run_1/registers.png
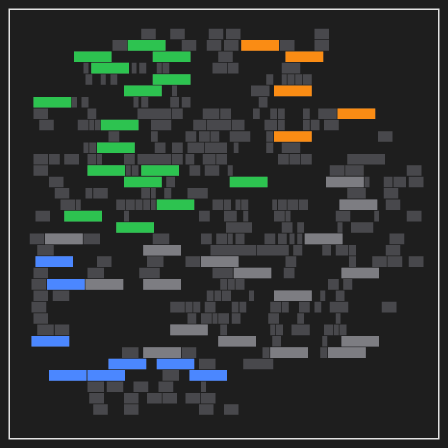
run_1/port_nets.png
Bar = 20 um.
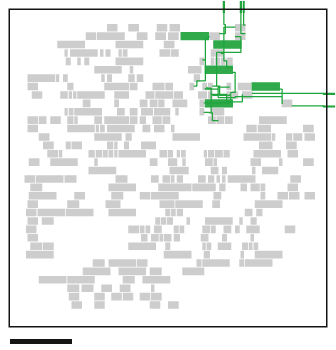
run_1/met1.png
Supply wires on this layer in gray. Cells faint in the background.
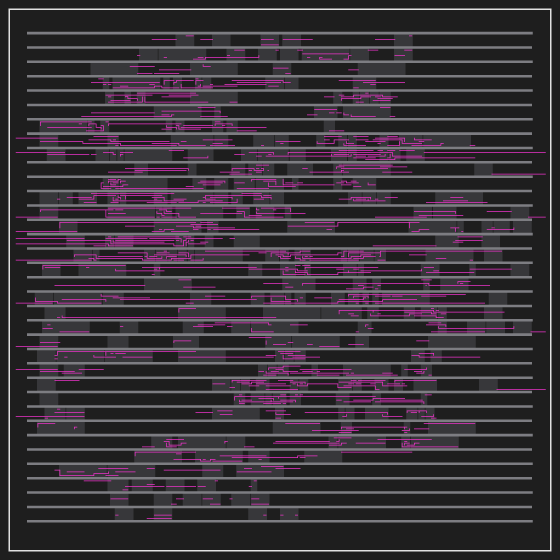
## src/rtl/ram_load_scheduler.sv

```systemverilog
// Program RAM load-port owner: accepts host bytes, writes the 16x8 RAM,
// then releases the CPU to run until HLT or the cycle budget expires.
module ram_load_scheduler #(
    parameter int ADDR_W     = 4,
    parameter int DATA_W     = 8,
    parameter int MAX_CYCLES = 255,
    parameter int CNT_W      = 8
) (
    input  logic                clk,
    input  logic                reset,
    input  logic                load_start,
    input  logic                load_valid,
    input  logic [ADDR_W-1:0]   load_addr,
    input  logic [DATA_W-1:0]   load_data,
    output logic                load_ready,
    input  logic                load_end,
    input  logic                cpu_hlt,
    output logic                ram_mode,
    output logic [ADDR_W-1:0]   ram_addr,
    output logic [DATA_W-1:0]   ram_data,
    output logic                ram_we,
    output logic                cpu_rst,
    output logic                cpu_run,
    output logic [1:0]          state,
    output logic [ADDR_W:0]     words_loaded,
    output logic [(1<<ADDR_W)-1:0] written_map,
    output logic                timeout,
    output logic                err_empty
);

    localparam int DEPTH = 1 << ADDR_W;
    localparam logic [CNT_W-1:0]  CNT_LAST = CNT_W'(MAX_CYCLES - 1);
    localparam logic [CNT_W-1:0]  CNT_ONE  = CNT_W'(1);
    localparam logic [ADDR_W:0]   WORD_ONE = (ADDR_W+1)'(1);
    localparam logic [DEPTH-1:0]  MAP_ONE  = DEPTH'(1);

    typedef enum logic [1:0] {
        S_IDLE = 2'd0,
        S_LOAD = 2'd1,
        S_RUN  = 2'd2,
        S_DONE = 2'd3
    } state_t;

    state_t              state_q, state_d;
    logic                we_q, we_d;
    logic [ADDR_W-1:0]   addr_q, addr_d;
    logic [DATA_W-1:0]   data_q, data_d;
    logic [DEPTH-1:0]    map_q, map_d;
    logic [ADDR_W:0]     words_q, words_d;
    logic                timeout_q, timeout_d;
    logic                err_q, err_d;
    logic [CNT_W-1:0]    cnt_q, cnt_d;
    logic                hs;

    assign hs = load_valid && (state_q == S_LOAD);

    always_ff @(posedge clk or posedge reset) begin
        if (reset) begin
            state_q   <= S_IDLE;
            we_q      <= 1'b0;
            addr_q    <= '0;
            data_q    <= '0;
            map_q     <= '0;
            words_q   <= '0;
            timeout_q <= 1'b0;
            err_q     <= 1'b0;
            cnt_q     <= '0;
        end else begin
            state_q   <= state_d;
            we_q      <= we_d;
            addr_q    <= addr_d;
            data_q    <= data_d;
            map_q     <= map_d;
            words_q   <= words_d;
            timeout_q <= timeout_d;
            err_q     <= err_d;
            cnt_q     <= cnt_d;
        end
    end

    always_comb begin
        state_d   = state_q;
        we_d      = 1'b0;
        addr_d    = addr_q;
        data_d    = data_q;
        map_d     = map_q;
        words_d   = words_q;
        timeout_d = timeout_q;
        err_d     = err_q;
        cnt_d     = cnt_q;
        unique case (state_q)
            S_IDLE, S_DONE: begin
                if (load_start) begin
                    state_d   = S_LOAD;
                    map_d     = '0;
                    words_d   = '0;
                    timeout_d = 1'b0;
                    err_d     = 1'b0;
                end
            end
            S_LOAD: begin
                if (hs) begin
                    we_d   = 1'b1;
                    addr_d = load_addr;
                    data_d = load_data;
                    map_d  = map_q | (MAP_ONE << load_addr);
                    if (!map_q[load_addr])
                        words_d = words_q + WORD_ONE;
                end
                // map_d already includes a byte accepted alongside load_end
                if (load_end) begin
                    if (map_d[0]) begin
                        state_d = S_RUN;
                        cnt_d   = '0;
                    end else begin
                        state_d = S_IDLE;
                        err_d   = 1'b1;
                    end
                end
            end
            S_RUN: begin
                cnt_d = cnt_q + CNT_ONE;
                if (cpu_hlt) begin
                    state_d   = S_DONE;
                    timeout_d = 1'b0;
                end else if (cnt_q == CNT_LAST) begin
                    state_d   = S_DONE;
                    timeout_d = 1'b1;
                end
            end
            default: state_d = S_IDLE;
        endcase
    end

    always_comb begin
        load_ready   = (state_q == S_LOAD);
        ram_mode     = (state_q == S_LOAD);
        cpu_rst      = (state_q == S_IDLE) || (state_q == S_LOAD);
        cpu_run      = (state_q == S_RUN);
        state        = state_q;
        ram_we       = we_q;
        ram_addr     = addr_q;
        ram_data     = data_q;
        words_loaded = words_q;
        written_map  = map_q;
        timeout      = timeout_q;
        err_empty    = err_q;
    end

endmodule

```

## config.mk

```make
export PLATFORM = sky130hd
export DESIGN_NAME = ram_load_scheduler
export DESIGN_NICKNAME = d
export VERILOG_FILES = /design/src/rtl/ram_load_scheduler.sv
export SDC_FILE = /design/constraint.sdc
export NUM_CORES = 1
export LEC_CHECK = 0
export CORE_MARGIN = 3
export CORE_UTILIZATION = 25
export DETAILED_ROUTE_END_ITERATION = 16
export MAX_ROUTING_LAYER = met4
export PLACE_DENSITY = 0.46
export SLEW_MARGIN = 10
export SYNTH_ARGS = -nofsm -noshare
export SYNTH_HDL_FRONTEND = slang
export SYNTH_SLANG_ARGS = --single-unit
```

## constraint.sdc

```tcl
create_clock -name clk -period 2.22 [get_ports clk]
set_input_delay 0.444 -clock clk [delete_from_list [all_inputs] [get_ports clk]]
set_output_delay 0.444 -clock clk [all_outputs]
set_load 0.01 [all_outputs]
```

==> out/qor.csv, run 1 <==
metric,value,unit
outcome,finished clean,
combined buffer and inverter count along the critical path,2,
yosys simple share,16.5,%
Final Hold Violation Tally,0,
"worst slack, placed",-0.162,ns
Post-layout nets,320,
switching share of power,35.5,%
worst setup path start,state[0],
total cell area reported by yosys after synthesis,2320,um^2
total negative slack for setup checks,0,ns
crit end category,output pin,
Core Density at Floorplan,26.2,%
non-clock inverter total of the final layout,7,
Yosys Warn Count,0,
drt initial violations,57,
Post CTS Setup Buffer Count,0,
max FFs per register,16,
Tmin final,2.11,ns
fin cells,404,
most used standard cell by instance count after synthesis,dfrtp_1,
mux contribution to synthesized area,9.98,%
proportion of power drawn by flip-flops and latches,35.1,%
Slowest cell on crit path,clkdlybuf4s50_1,
number of setup violations in the final report,0,
prevailing logic family in the synthesized netlist,simple AND/OR/NAND/NOR gates,
aggregate global routing overflow,0,
uppermost layer routed,met4,
reg-to-reg critical path startpoint,state[1],
Clock Latency Late Sink,0.30,ns
biggest area consumer among synthesized cells,dfrtp_1,
number of vias per cell,4.68,
Power Density,1190,nW/um^2
Post-Route Utilization,37.2,%
initial antenna violation count,0,
Site Rows,34,
area of the mapped netlist,2320,um^2
fillcell total,922,
Worst IR Drop VDD,0.492,mV
number of I/O pins,60,
Comb power frac,48.2,%
maximum fanout along the worst path,5,
setup skew after layout,0.0101,ns
area of the chip,10500,um^2
startpoint type of the worst setup path,register,
number of resized instances in the post-cts repair step,3,
data required time of the worst path,1.78,ns
capturing instance or port of the critical path,cpu_run,
tool warning count,30,
global-route wire length before repair,10.0,mm
met3 usage in global routing,3.07,%
maximum frequency from static timing analysis,0.473,GHz
most common library cell in the layout ignoring fill and taps,clkdlybuf4s50_1,
Clock buf/inv share,3.42,%
Worst path max stage delay,0.56,ns
"Non-Filler Cell Area, Final",3290,um^2
"Distinct cells, synth",45,
"Cell Chain, Critical Path",inv_1 > ha_2 > clkdlybuf4s50_1,
Internal Dissipation,2.52,mW
xor/xnor share,0,%
actual slew at the worst max-slew pin,0.537,ns
First-pass DRT Iterations,4,
total number of cells along the worst setup path,3,
Net Sw Power,1.39,mW
combinational share of cell area,33.2,%
multi-input combinational cell count,153,
"wirelength, routed",5.96,mm
most crowded layer after global routing,met2,
tally of nets with antenna violations remaining after routing,0,
Hold WC Path Type,in2async,
total of hold buffers inserted after clock tree synthesis,0,
Inserted Clock Buffers,5,
global-route met1 utilization,17.6,%
Post-synth ARST share,100,%
"Period Utilization, post-route",95.2,%
Setup Crit Path Kind,reg2out,
Worst-path clk slew,0.10,ns
CTS max path bufs,2,
DIE HEIGHT,102,um
number of clock sinks,46,
final count of pins violating max slew,0,
most instantiated cells after synthesis,"46 x dfrtp_1, 22 x nor2_1, 21 x a21oi_1, 13 x mux2_2, 12 x o21ai_0",
pin count of the biggest net entering global routing,33,
Worst EP arrival,1.67,ns
CTS tree,built,
Top pwr grp,combinational logic,
end of the worst register-to-register path,written_map[7],
instance area at placement,3170,um^2
cells in synth_stat.txt,216,
placer's final routability congestion estimate,0.790,
Global Route Usage Sum,12.7,%
Complex Gates by Area,16.3,%
flip-flop cell with the highest count after synthesis,dfrtp_1,
biggest area cells,"dfrtp_1 50%, mux2_2 6.3%, a21oi_1 4.5%, ha_1 3.8%, nor2_1 3.6%",
Post-Synthesis Net Count,241,
area share of the largest cell type after synthesis,49.6,%
setup repair after global routing missed its margin,false,
drt wl/cell,14.8,um
share of final-layout standard cells stronger than drive strength 1,20.9,%
setup slack after layout,0.106,ns
Adders+Majority by Area,3.78,%
"Avg Cell Area, Syn",10.7,um^2
About registers.png:
color	signal	sequential cells
blue	ram_data	8
orange	words_loaded	5
green	written_map	16
not colored	17

About port_nets.png:
color	port	bits	direction	edge	end cells	wire
green	words_loaded	5	output	3 top, 2 right	5	227 um

About met1.png:
share of all routed wire	51%
nets with wire on the layer	285
main direction	horizontal

==> run 2: changes to the inputs <==
--- a/config.mk
+++ b/config.mk
@@ -5,6 +5,7 @@
 export SDC_FILE = /design/constraint.sdc
 export NUM_CORES = 1
 export LEC_CHECK = 0
+export CAP_MARGIN = 25
 export CORE_MARGIN = 3
 export CORE_UTILIZATION = 25
 export DETAILED_ROUTE_END_ITERATION = 16
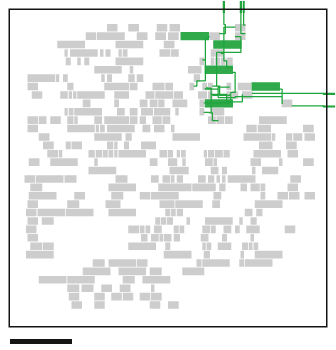
run_2/port_nets.png
Bar = 20 um.
color	port	bits	direction	edge	end cells	wire
green	words_loaded	5	output	3 top, 2 right	5	227 um

==> run 2 against run 1 <==
Effect of this change: sequential power about the same; area after synthesis is the same; first-iteration DRC count unchanged; non-clock buffer count unchanged; sequential share of layout area unchanged; via count stayed put; largest cell class unchanged.
==> out/qor.csv, run 2 <==
metric,value,unit
outcome,finished clean,
M1 WL,3.04,mm
Clock buf/inv share,3.42,%
total number of cells along the worst setup path,3,
Post-Route Utilization,37.2,%
number of setup violations in the final report,0,
xor/xnor share,0,%
instance area at placement,3170,um^2
pin count of the biggest net entering global routing,33,
CTS max path bufs,2,
max FFs per register,16,
Power Density,1190,nW/um^2
number of resized instances in the post-cts repair step,3,
non-clock inverter total of the final layout,7,
tool warning count,30,
Inserted Clock Buffers,5,
actual slew at the worst max-slew pin,0.537,ns
global-route track usage on met2,18.8,%
worst hold-check slack,0.418,ns
"wirelength, routed",5.96,mm
sequential cell area fraction in the yosys report,49.6,%
Tmin final,2.11,ns
area of the mapped netlist,2320,um^2
Worst path max stage delay,0.56,ns
total negative slack for setup checks,0,ns
Power Total,3.91,mW
number of H-tree levels,2,
global-route wire length before repair,10.0,mm
fin cells,404,
met3 usage in global routing,3.07,%
part of the total power dissipated in the clock network,16.7,%
final count of pins violating max slew,0,
total cell area reported by yosys after synthesis,2320,um^2
Hold WC Path Type,in2async,
setup repair after global routing missed its margin,false,
number of I/O pins,60,
clk_buf instances,5,
aggregate global routing overflow,0,
setup skew after layout,0.0101,ns
tally of nets with antenna violations remaining after routing,0,
setup slack after layout,0.106,ns
share of final-layout standard cells stronger than drive strength 1,20.9,%
clock group power,652,uW
biggest area consumer among synthesized cells,dfrtp_1,
maximum fanout along the worst path,5,
drt wl/cell,14.8,um
Yosys Warn Count,0,
Complex Gates by Area,16.3,%
Clock Latency Late Sink,0.30,ns
area share of the largest cell type after synthesis,49.6,%
startpoint type of the worst setup path,register,
DIE HEIGHT,102,um
most common library cell in the layout ignoring fill and taps,clkdlybuf4s50_1,
worst setup path start,state[0],
root buffer cell,clkbuf_8,
Site Rows,34,
"Cell Chain, Critical Path",inv_1 > ha_2 > clkdlybuf4s50_1,
number of clock sinks,46,
Net Sw Power,1.39,mW
drt initial violations,57,
combined buffer and inverter count along the critical path,2,
"Non-Filler Cell Area, Final",3290,um^2
global-route met1 utilization,17.6,%
Global Route Usage Sum,12.7,%
cells in synth_stat.txt,216,
Worst IR Drop VDD,0.492,mV
First-pass DRT Iterations,4,
yosys simple share,16.5,%
Core Density at Floorplan,26.2,%
Final Hold Violation Tally,0,
multi-input combinational cell count,153,
total of hold buffers inserted after clock tree synthesis,0,
most crowded layer after global routing,met2,
most instantiated cells after synthesis,"46 x dfrtp_1, 22 x nor2_1, 21 x a21oi_1, 13 x mux2_2, 12 x o21ai_0",
"Distinct cells, synth",45,
"Period Utilization, post-route",95.2,%
fillcell total,922,
Internal Dissipation,2.52,mW
Synth-to-Final Area Change,42.1,%
maximum frequency from static timing analysis,0.473,GHz
Post-layout nets,320,
Post-Synthesis Net Count,241,
Top pwr grp,combinational logic,
Adders+Majority by Area,3.78,%
reg-to-reg critical path startpoint,state[1],
"worst slack, placed",-0.162,ns
CTS tree,built,
"Avg Cell Area, Syn",10.7,um^2
Slowest cell on crit path,clkdlybuf4s50_1,
Setup Crit Path Kind,reg2out,
mux contribution to synthesized area,9.98,%
Worst-path clk slew,0.10,ns
number of vias per cell,4.68,
flip-flop cell with the highest count after synthesis,dfrtp_1,
Worst EP arrival,1.67,ns
prevailing logic family in the synthesized netlist,simple AND/OR/NAND/NOR gates,
combinational share of cell area,33.2,%
capturing instance or port of the critical path,cpu_run,
uppermost layer routed,met4,
Post-synth ARST share,100,%
placer's final routability congestion estimate,0.790,
area of the chip,10500,um^2
Post CTS Setup Buffer Count,0,
initial antenna violation count,0,
highest-count cells in the layout ignoring fill and taps,"58 x clkdlybuf4s50_1, 46 x dfrtp_1, 22 x nor2_1, 22 x buf_4, 21 x a21oi_1",
biggest area cells,"dfrtp_1 50%, mux2_2 6.3%, a21oi_1 4.5%, ha_1 3.8%, nor2_1 3.6%",
crit end category,output pin,
data required time of the worst path,1.78,ns
end of the worst register-to-register path,written_map[7],
switching share of power,35.5,%
Comb power frac,48.2,%
most used standard cell by instance count after synthesis,dfrtp_1,
leakage power,1.39,nW
proportion of power drawn by flip-flops and latches,35.1,%
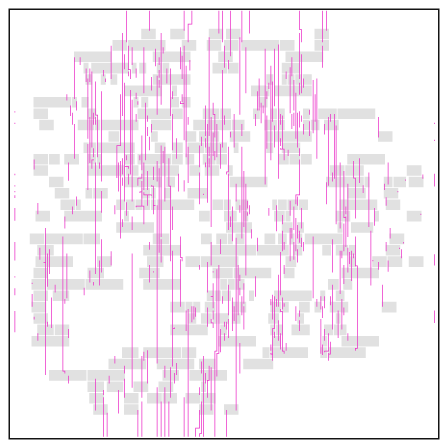
run_2/met2.png
Cells faint in the background.
share of all routed wire	44%
longest straight run	41.1 um
main direction	vertical
wire length on this layer	2,640 um
nets with wire on the layer	268

==> run 3: changes to the inputs <==
--- a/config.mk
+++ b/config.mk
@@ -5,7 +5,8 @@
 export SDC_FILE = /design/constraint.sdc
 export NUM_CORES = 1
 export LEC_CHECK = 0
-export CAP_MARGIN = 25
+export ABC_AREA = 0
+export CAP_MARGIN = 0
 export CORE_MARGIN = 3
 export CORE_UTILIZATION = 25
 export DETAILED_ROUTE_END_ITERATION = 16
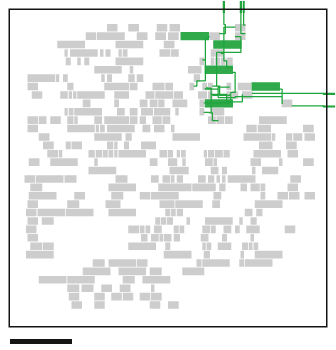
run_3/port_nets.png
Bar = 20 um.
color	port	bits	direction	edge	end cells	wire
green	words_loaded	5	output	3 top, 2 right	5	227 um

==> run 3 against run 2 <==
Effect of this change: total power stayed put; clock power hardly changed; worst setup slack stayed put; sequential power hardly changed; critical path depth stayed put; non-clock buffer count stayed put; largest cell class unchanged; highest routed layer unchanged.
==> out/qor.csv, run 3 <==
metric,value,unit
outcome,finished clean,
root buffer cell,clkbuf_8,
leakage power,1.39,nW
yosys simple share,16.5,%
drt initial violations,57,
pin count of the biggest net entering global routing,33,
Post-synth ARST share,100,%
clk_buf instances,5,
instance area at placement,3170,um^2
area share of the largest cell type after synthesis,49.6,%
CTS tree,built,
worst setup path start,state[0],
most instantiated cells after synthesis,"46 x dfrtp_1, 22 x nor2_1, 21 x a21oi_1, 13 x mux2_2, 12 x o21ai_0",
Final Hold Violation Tally,0,
First-pass DRT Iterations,4,
startpoint type of the worst setup path,register,
Inserted Clock Buffers,5,
fin cells,404,
Clock Latency Late Sink,0.30,ns
non-clock inverter total of the final layout,7,
setup skew after layout,0.0101,ns
total cell area reported by yosys after synthesis,2320,um^2
"Period Utilization, post-route",95.2,%
maximum fanout along the worst path,5,
proportion of power drawn by flip-flops and latches,35.1,%
Internal Dissipation,2.52,mW
total negative slack for setup checks,0,ns
most common library cell in the layout ignoring fill and taps,clkdlybuf4s50_1,
crit end category,output pin,
tool warning count,30,
Global Route Usage Sum,12.7,%
global-route track usage on met2,18.8,%
Complex Gates by Area,16.3,%
setup repair after global routing missed its margin,false,
"Non-Filler Cell Area, Final",3290,um^2
Worst-path clk slew,0.10,ns
Post-Route Utilization,37.2,%
number of I/O pins,60,
"worst slack, placed",-0.162,ns
M1 WL,3.04,mm
met3 usage in global routing,3.07,%
number of setup violations in the final report,0,
global-route wire length before repair,10.0,mm
setup slack after layout,0.106,ns
Power Density,1190,nW/um^2
switching share of power,35.5,%
Post-Synthesis Net Count,241,
"wirelength, routed",5.96,mm
combined buffer and inverter count along the critical path,2,
Slowest cell on crit path,clkdlybuf4s50_1,
tally of nets with antenna violations remaining after routing,0,
Comb power frac,48.2,%
actual slew at the worst max-slew pin,0.537,ns
data required time of the worst path,1.78,ns
number of H-tree levels,2,
Power Total,3.91,mW
flip-flop cell with the highest count after synthesis,dfrtp_1,
Tmin final,2.11,ns
part of the total power dissipated in the clock network,16.7,%
Net Sw Power,1.39,mW
Core Density at Floorplan,26.2,%
area of the chip,10500,um^2
initial antenna violation count,0,
"Distinct cells, synth",45,
number of vias per cell,4.68,
final count of pins violating max slew,0,
Worst EP arrival,1.67,ns
fillcell total,922,
reg-to-reg critical path startpoint,state[1],
Yosys Warn Count,0,
total of hold buffers inserted after clock tree synthesis,0,
number of clock sinks,46,
biggest area cells,"dfrtp_1 50%, mux2_2 6.3%, a21oi_1 4.5%, ha_1 3.8%, nor2_1 3.6%",
Worst path max stage delay,0.56,ns
prevailing logic family in the synthesized netlist,simple AND/OR/NAND/NOR gates,
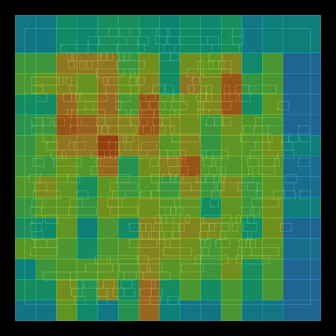
run_3/final_congestion.png
drt wl/cell: 14.8 um
most crowded layer after global routing: met2
global-route met1 utilization: 17.6%

Power is estimated from default activity; no workload was simulated.
